### src/rtl/alu_result_serializer_if.sv
// Bundles the four ALU unit results/valid levels and the byte-stream handshake with status.
// master drives unit results and TX_READY; slave is the serializer.
interface alu_result_serializer_if #(
  parameter int OPERAND_WIDTH = 8,
  parameter int RESULT_WIDTH  = 16
);
  logic [RESULT_WIDTH-1:0]  ARITH_OUT;
  logic                     ARITH_Flag;
  logic [OPERAND_WIDTH-1:0] LOGIC_OUT;
  logic                     LOGIC_Flag;
  logic [OPERAND_WIDTH-1:0] CMP_OUT;
  logic                     CMP_Flag;
  logic [OPERAND_WIDTH-1:0] SHIFT_OUT;
  logic                     SHIFT_Flag;
  logic                     TX_READY;
  logic [7:0]               TX_DATA;
  logic                     TX_VALID;
  logic                     BUSY;
  logic                     DONE;
  logic                     OVERRUN;

  modport master (
    output ARITH_OUT, ARITH_Flag, LOGIC_OUT, LOGIC_Flag,
           CMP_OUT, CMP_Flag, SHIFT_OUT, SHIFT_Flag, TX_READY,
    input  TX_DATA, TX_VALID, BUSY, DONE, OVERRUN
  );

  modport slave (
    input  ARITH_OUT, ARITH_Flag, LOGIC_OUT, LOGIC_Flag,
           CMP_OUT, CMP_Flag, SHIFT_OUT, SHIFT_Flag, TX_READY,
    output TX_DATA, TX_VALID, BUSY, DONE, OVERRUN
  );
endinterface

### src/rtl/alu_result_serializer.sv
// Captures the highest-priority ALU result on a rising edge of any valid flag and streams it LSB byte first.
// Define RES_TAG_EN to prefix each result with a source tag byte (0xA1..0xA4).
module alu_result_serializer #(
  parameter int OPERAND_WIDTH = 8,
  parameter int RESULT_WIDTH  = 16
) (
  input  logic                   CLK,
  input  logic                   RST,
  alu_result_serializer_if.slave bus
);

  localparam int NB_ARITH = RESULT_WIDTH / 8;
  localparam int NB_OPND  = OPERAND_WIDTH / 8;
  localparam int CW       = $clog2(NB_ARITH + 1);

  // left_q counts bytes still to come after the one currently on TX_DATA
`ifdef RES_TAG_EN
  localparam logic [CW-1:0] ARITH_LEFT = CW'(NB_ARITH);
  localparam logic [CW-1:0] OPND_LEFT  = CW'(NB_OPND);
`else
  localparam logic [CW-1:0] ARITH_LEFT = CW'(NB_ARITH - 1);
  localparam logic [CW-1:0] OPND_LEFT  = CW'(NB_OPND - 1);
`endif

  localparam logic [1:0] IDLE = 2'd0;
`ifdef RES_TAG_EN
  localparam logic [1:0] TAG  = 2'd1;
`endif
  localparam logic [1:0] SEND = 2'd2;

  logic [1:0]              state;
  logic                    any_q;
  logic [RESULT_WIDTH-1:0] data_q;
  logic [CW-1:0]           left_q;
  logic [7:0]              tx_data_q;
  logic                    tx_valid_q;
  logic                    busy_q;
  logic                    done_q;
  logic                    ovr_q;

  logic                    any_flag;
  logic                    new_res;
  logic                    xfer;
  logic [RESULT_WIDTH-1:0] win_dat;
  logic [CW-1:0]           win_left;
`ifdef RES_TAG_EN
  logic [7:0]              win_tag;
`endif

  assign any_flag = bus.ARITH_Flag | bus.LOGIC_Flag | bus.CMP_Flag | bus.SHIFT_Flag;
  assign new_res  = any_flag & ~any_q;
  assign xfer     = tx_valid_q & bus.TX_READY;

  always_comb begin
    win_dat  = '0;
    win_left = OPND_LEFT;
`ifdef RES_TAG_EN
    win_tag  = 8'hA4;
`endif
    if (bus.ARITH_Flag) begin
      win_dat  = bus.ARITH_OUT;
      win_left = ARITH_LEFT;
`ifdef RES_TAG_EN
      win_tag  = 8'hA1;
`endif
    end else if (bus.LOGIC_Flag) begin
      win_dat[OPERAND_WIDTH-1:0] = bus.LOGIC_OUT;
`ifdef RES_TAG_EN
      win_tag  = 8'hA2;
`endif
    end else if (bus.CMP_Flag) begin
      win_dat[OPERAND_WIDTH-1:0] = bus.CMP_OUT;
`ifdef RES_TAG_EN
      win_tag  = 8'hA3;
`endif
    end else begin
      win_dat[OPERAND_WIDTH-1:0] = bus.SHIFT_OUT;
    end
  end

  always_ff @(posedge CLK or negedge RST) begin
    if (!RST) begin
      state      <= IDLE;
      any_q      <= 1'b0;
      data_q     <= '0;
      left_q     <= '0;
      tx_data_q  <= 8'h00;
      tx_valid_q <= 1'b0;
      busy_q     <= 1'b0;
      done_q     <= 1'b0;
      ovr_q      <= 1'b0;
    end else begin
      // edge history runs in every state so a level held across DONE never retriggers
      any_q  <= any_flag;
      done_q <= 1'b0;
      ovr_q  <= new_res && (state != IDLE);
      case (state)
        IDLE: begin
          tx_valid_q <= 1'b0;
          busy_q     <= 1'b0;
          tx_data_q  <= 8'h00;
          if (new_res) begin
            busy_q     <= 1'b1;
            tx_valid_q <= 1'b1;
            left_q     <= win_left;
`ifdef RES_TAG_EN
            state      <= TAG;
            tx_data_q  <= win_tag;
            data_q     <= win_dat;
`else
            state      <= SEND;
            tx_data_q  <= win_dat[7:0];
            data_q     <= win_dat >> 8;
`endif
          end
        end
`ifdef RES_TAG_EN
        TAG: begin
          if (xfer) begin
            state     <= SEND;
            tx_data_q <= data_q[7:0];
            data_q    <= data_q >> 8;
            left_q    <= left_q - CW'(1);
          end
        end
`endif
        SEND: begin
          if (xfer) begin
            if (left_q == '0) begin
              state      <= IDLE;
              tx_valid_q <= 1'b0;
              busy_q     <= 1'b0;
              done_q     <= 1'b1;
              tx_data_q  <= 8'h00;
            end else begin
              tx_data_q <= data_q[7:0];
              data_q    <= data_q >> 8;
              left_q    <= left_q - CW'(1);
            end
          end
        end
        default: state <= IDLE;
      endcase
    end
  end

  assign bus.TX_DATA  = tx_data_q;
  assign bus.TX_VALID = tx_valid_q;
  assign bus.BUSY     = busy_q;
  assign bus.DONE     = done_q;
  assign bus.OVERRUN  = ovr_q;

endmodule

### src/flat_wrapper.sv
// flat-port wrapper written by rule: the top's interface ports become plain ports
module alu_result_serializer_flat 
#(
  parameter int OPERAND_WIDTH = 8,
  parameter int RESULT_WIDTH  = 16
)
  (CLK, RST, bus_ARITH_OUT, bus_ARITH_Flag, bus_LOGIC_OUT, bus_LOGIC_Flag, bus_CMP_OUT, bus_CMP_Flag, bus_SHIFT_OUT, bus_SHIFT_Flag, bus_TX_READY, bus_TX_DATA, bus_TX_VALID, bus_BUSY, bus_DONE, bus_OVERRUN);
  alu_result_serializer_if #(.OPERAND_WIDTH(OPERAND_WIDTH), .RESULT_WIDTH(RESULT_WIDTH)) bus_i ();
  input  logic CLK;
  input  logic RST;
  input wire logic [$bits(bus_i.ARITH_OUT)-1:0] bus_ARITH_OUT;
  input wire logic [$bits(bus_i.ARITH_Flag)-1:0] bus_ARITH_Flag;
  input wire logic [$bits(bus_i.LOGIC_OUT)-1:0] bus_LOGIC_OUT;
  input wire logic [$bits(bus_i.LOGIC_Flag)-1:0] bus_LOGIC_Flag;
  input wire logic [$bits(bus_i.CMP_OUT)-1:0] bus_CMP_OUT;
  input wire logic [$bits(bus_i.CMP_Flag)-1:0] bus_CMP_Flag;
  input wire logic [$bits(bus_i.SHIFT_OUT)-1:0] bus_SHIFT_OUT;
  input wire logic [$bits(bus_i.SHIFT_Flag)-1:0] bus_SHIFT_Flag;
  input wire logic [$bits(bus_i.TX_READY)-1:0] bus_TX_READY;
  output wire logic [$bits(bus_i.TX_DATA)-1:0] bus_TX_DATA;
  output wire logic [$bits(bus_i.TX_VALID)-1:0] bus_TX_VALID;
  output wire logic [$bits(bus_i.BUSY)-1:0] bus_BUSY;
  output wire logic [$bits(bus_i.DONE)-1:0] bus_DONE;
  output wire logic [$bits(bus_i.OVERRUN)-1:0] bus_OVERRUN;
  assign bus_i.ARITH_OUT = bus_ARITH_OUT;
  assign bus_i.ARITH_Flag = bus_ARITH_Flag;
  assign bus_i.LOGIC_OUT = bus_LOGIC_OUT;
  assign bus_i.LOGIC_Flag = bus_LOGIC_Flag;
  assign bus_i.CMP_OUT = bus_CMP_OUT;
  assign bus_i.CMP_Flag = bus_CMP_Flag;
  assign bus_i.SHIFT_OUT = bus_SHIFT_OUT;
  assign bus_i.SHIFT_Flag = bus_SHIFT_Flag;
  assign bus_i.TX_READY = bus_TX_READY;
  assign bus_TX_DATA = bus_i.TX_DATA;
  assign bus_TX_VALID = bus_i.TX_VALID;
  assign bus_BUSY = bus_i.BUSY;
  assign bus_DONE = bus_i.DONE;
  assign bus_OVERRUN = bus_i.OVERRUN;
  alu_result_serializer #(.OPERAND_WIDTH(OPERAND_WIDTH), .RESULT_WIDTH(RESULT_WIDTH)) u_core (.CLK(CLK), .RST(RST), .bus(bus_i));
endmodule
### config.mk
export PLATFORM = sky130hd
export DESIGN_NAME = alu_result_serializer_flat
export DESIGN_NICKNAME = d
export VERILOG_FILES = /design/src/rtl/alu_result_serializer_if.sv /design/src/rtl/alu_result_serializer.sv /design/src/flat_wrapper.sv
export SDC_FILE = /design/constraint.sdc
export NUM_CORES = 1
export LEC_CHECK = 0
export ABC_AREA = 1
export CORE_MARGIN = 2
export CORE_UTILIZATION = 46
export DETAILED_ROUTE_END_ITERATION = 10
export PLACE_DENSITY = 0.87
export SYNTH_ARGS = -nofsm -noshare
export SYNTH_HDL_FRONTEND = slang
export SYNTH_SLANG_ARGS = --single-unit
export TNS_END_PERCENT = 1
### constraint.sdc
create_clock -name CLK -period 3.3 [get_ports CLK]
set_input_delay 0.33 -clock CLK [delete_from_list [all_inputs] [get_ports CLK]]
set_output_delay 0.33 -clock CLK [all_outputs]
set_load 0.03 [all_outputs]
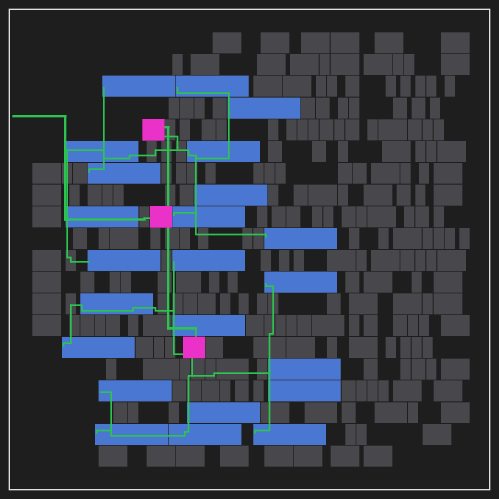
(images/clk_routes.png)
Scale: 8 px per um.
legend:
  magenta:
    item: clock drivers
    count: 3
  green:
    item: clock wires
    length: 254 um
  blue:
    item: flip-flops
    count: 23
routed clock nets: 4

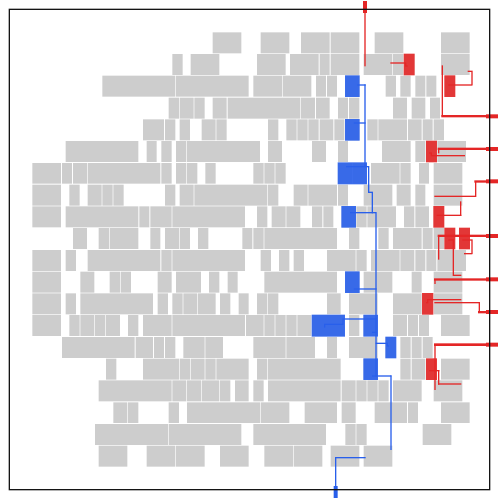
(images/io_fan.png)
Scale: 8 px per um.
legend:
  blue:
    port: `bus_LOGIC_Flag`
    direction: input
    edge: bottom
    end_cells: 10
    buffers: 1
    wire: 76.4 um
  red:
    port: `bus_CMP_OUT`
    direction: input
    edge: 7 right, 1 top
    end_cells: 8
    buffers: 8
    wire: 104 um

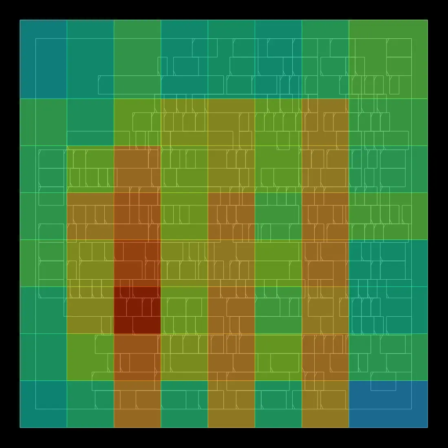
(images/congestion.png)
M3 GR Usage: 4.33%
post-detailed-route wirelength per cell: 10.7 um

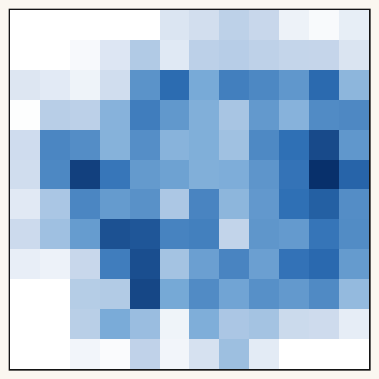
(images/metal_density.png)
Scale: 6 px per um. The die is cut into 12 by 12 equal tiles; white is low, dark blue is high, scaled to the fullest tile. Values are wire area over tile area, all layers added.
mean over tiles: 0.15
densest ninth of the die: middle right
fullest tile: 0.36
tiles over half the peak: 41%
emptiest ninth of the die: upper left

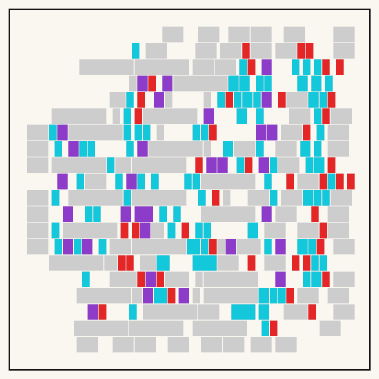
(images/logic_types.png)
Scale: 6 px per um.
legend:
  purple:
    family: aoi and oai cells
    cells: 30
    most_used: a21oi_1
  red:
    family: inv cells
    cells: 43
    most_used: inv_1
  cyan:
    family: nand cells
    cells: 90
    most_used: nand2_1

-- state kept, by name (all words and copies together) (netlist names) --
signal               flops
u_core.bus.TX_DATA       8
u_core.data_q            8
u_core.left_q            2
u_core.any_q             1
u_core.bus.DONE          1
u_core.bus.OVERRUN       1
u_core.bus.TX_VALID      1
u_core.state             1
-- Yosys cell counts, drive strengths merged --
cell    n
a21oi  17
nand2  74
ha      1
nor3    1
dfrtp  23
or2     1
o21ai  13
buf     8
nand3  16
nor2   13
inv    43
-- report_power, final --
part	leakage (nW)	internal, mW	switching (mW)
Combinational	0.706	0.271	0.396
Sequential	0.293	0.397	0.0771
Clock	0.0150	0.0472	0.0819
Total	1.01	0.715	0.555
-- worst max path at each step --
stage,end,slack (ns),depth (start not counted),start
floorplan,u_core.left_q[0],2.03,6,u_core.bus.TX_VALID
global placement,u_core.left_q[0],1.33,8,bus_ARITH_Flag
detailed placement,u_core.data_q[3],1.24,8,bus_ARITH_Flag
CTS,bus_BUSY,1.54,1,u_core.bus.TX_VALID
global route,u_core.data_q[3],1.40,8,bus_ARITH_Flag
finish,bus_BUSY,1.55,1,u_core.bus.TX_VALID
-- cells by family (layout without fill, tap and decap cells) --
group                      count (synthesis)  after routing  share of synthesized area (%)
AOI/OAI and AO/OA                         30             30                           10.7
adders and majority gates                  1              1                          0.872
buffers and inverters                     51            105                           15.9
DFF                                       23             23                           40.1
and+or+nand+nor                          105            105                           32.4
-- layer usage --
| metal | wire length (um) | track usage, % | vias to the layer above |
|---|---|---|---|
| met3 | 254 | 4.33 | 5 |
| li1 | - | - | 740 |
| met1 | 1410 | 22.6 | 596 |
| met4 | 38 | 5.71 | 0 |
| met2 | 1460 | 33.4 | 39 |
| met5 | 0 | 0 | - |
-- cell type report --
class | count | area [um^2]
multi-input combinational | 136 | 632
tap | 33 | 41.3
timing repair buffer | 58 | 581
sequential | 23 | 576
inverter | 43 | 161
fill | 271 | 986
clock buffer | 4 | 26.3
-- per-stage QoR --
stage / instance area (um^2) / instances
6_report: 2020 / 297
5_1_grt: 2020 / 297
4_1_cts: 2020 / 297
3_5_place_dp: 1990 / 293
3_3_place_gp: 1990 / 293
2_1_floorplan: 1440 / 210
-- layout by cell type, fill, tap and decap left out, drive strengths merged --
master,n
ha,1
inv,43
clkdlybuf4s50,58
or2,1
clkbuf,4
nor2,13
nand2,74
o21ai,13
a21oi,17
nor3,1
dfrtp,23
nand3,16
==> out/qor.yml <==
yosysTopAreaCellShare_pct: 40.1
globalplace.congestion: 0.758
fmax_ghz: 0.573
layout-drive-gt1-share_pct: 6.06
die_w_um: 59.9
io_buffer_count: 58
power_leakage_nw: 1.01
grt_pass1_wl_um: 5220
grt_start_max_net_pins: 24
cp.required_ns: 2.97
drt-total-wl_um: 3170
yosys_cells: 210
outcome: "finished, final reports clean"
finalClockSkew_ns: 0.00207
core_mm2: 0.00300
slew_viol_final: 0
reg2reg_slack_ns: 1.94
die_h_um: 59.9
rsz0062_at_grt: "false"
setup_ws_ns: 1.55
row_count: 20
ir_drop_v: 0.000449
nets: 313
cpPeakStageDelay_ns: 0.70
area_delta_synth_final_pct: 40.5
ys_chip_area_mm2: 0.00144
slew_headroom_pct: 33.8
cts.reportedPaths.clkPinSlew_ns: 0.12
reg2reg_depth: 6
finalPower_mw: 1.27
p_per_area_mw_per_mm2: 629
r2r-end: "u_core.data_q[3]"
hold_end: "u_core.data_q[5]"
grt-ovfl-total: 0
fin_crit_ns: 1.75
vias: 1380
grt_pass1_vias: 1266
dp_hpwl_um: 2470
min_period_over_period_pct: 52.9
cts_tree: "yes"
syn_area_mm2: 0.00144
critical_path_class: "reg -> out"
postRouteAntennaNets: 0
critPathBufInv: 1
arrival_ns: 1.42
cp_max_fo: 4
post-cts-setup-buffers: 0
num_antenna_cells: 0
io_pins: 59
fp_nets: 258
htreeDepth: 1
cts_buffer_depth: 2
top_area_cell: "dfrtp_1"
holdPathStages: 2
drc: 0
pre_cts_ws_ns: 1.24
fin_setup_tns_ns: 0
ys.flops: 23
syn_area_per_cell_um2: 6.83
synthCells: 210
reg2reg_from: "u_core.left_q[0]"
worstHoldStart: "u_core.data_q[5]"
critPathTopFamily: "buffers and inverters"
dr.pass1.iters: 4
holdBufCountCts: 0
cts_num_sinks: 23
final_hold_viol_count: 0
ys_seq_share_pct: 40.1
yosysWarnings: 0
end_kind: "primary output"
vias_per_cell: 4.65
worst_pin_slew_ns: 0.989
cts-resized-gates: 0
hold_path_class: "reg -> reg"
clkLatencyLatePin_ns: 0.31
die-area_mm2: 0.00358
ys_top_cells_by_area: "dfrtp_1 (40%), nand2_1 (18%), inv_1 (11%)"
path_cells: "clkdlybuf4s50_1"
track_usage_pct: 18.9
critPathSlowestCell: "clkdlybuf4s50_1"
holdWs_ns: 0.512
final_util_pct: 67.2
cts_buffers: 3
setup_viol: 0
yosysUniqueCellTypes: 20
fp_util_pct: 47.8
warning_count: 26
cts-root-buf: "clkbuf_4"
maxCapViolCount: 0
antenna_found_initial: 0
startpoint_type: "register"
drtIter0Drc: 40
No activity file was given, so power comes from the tool's default toggle rates.
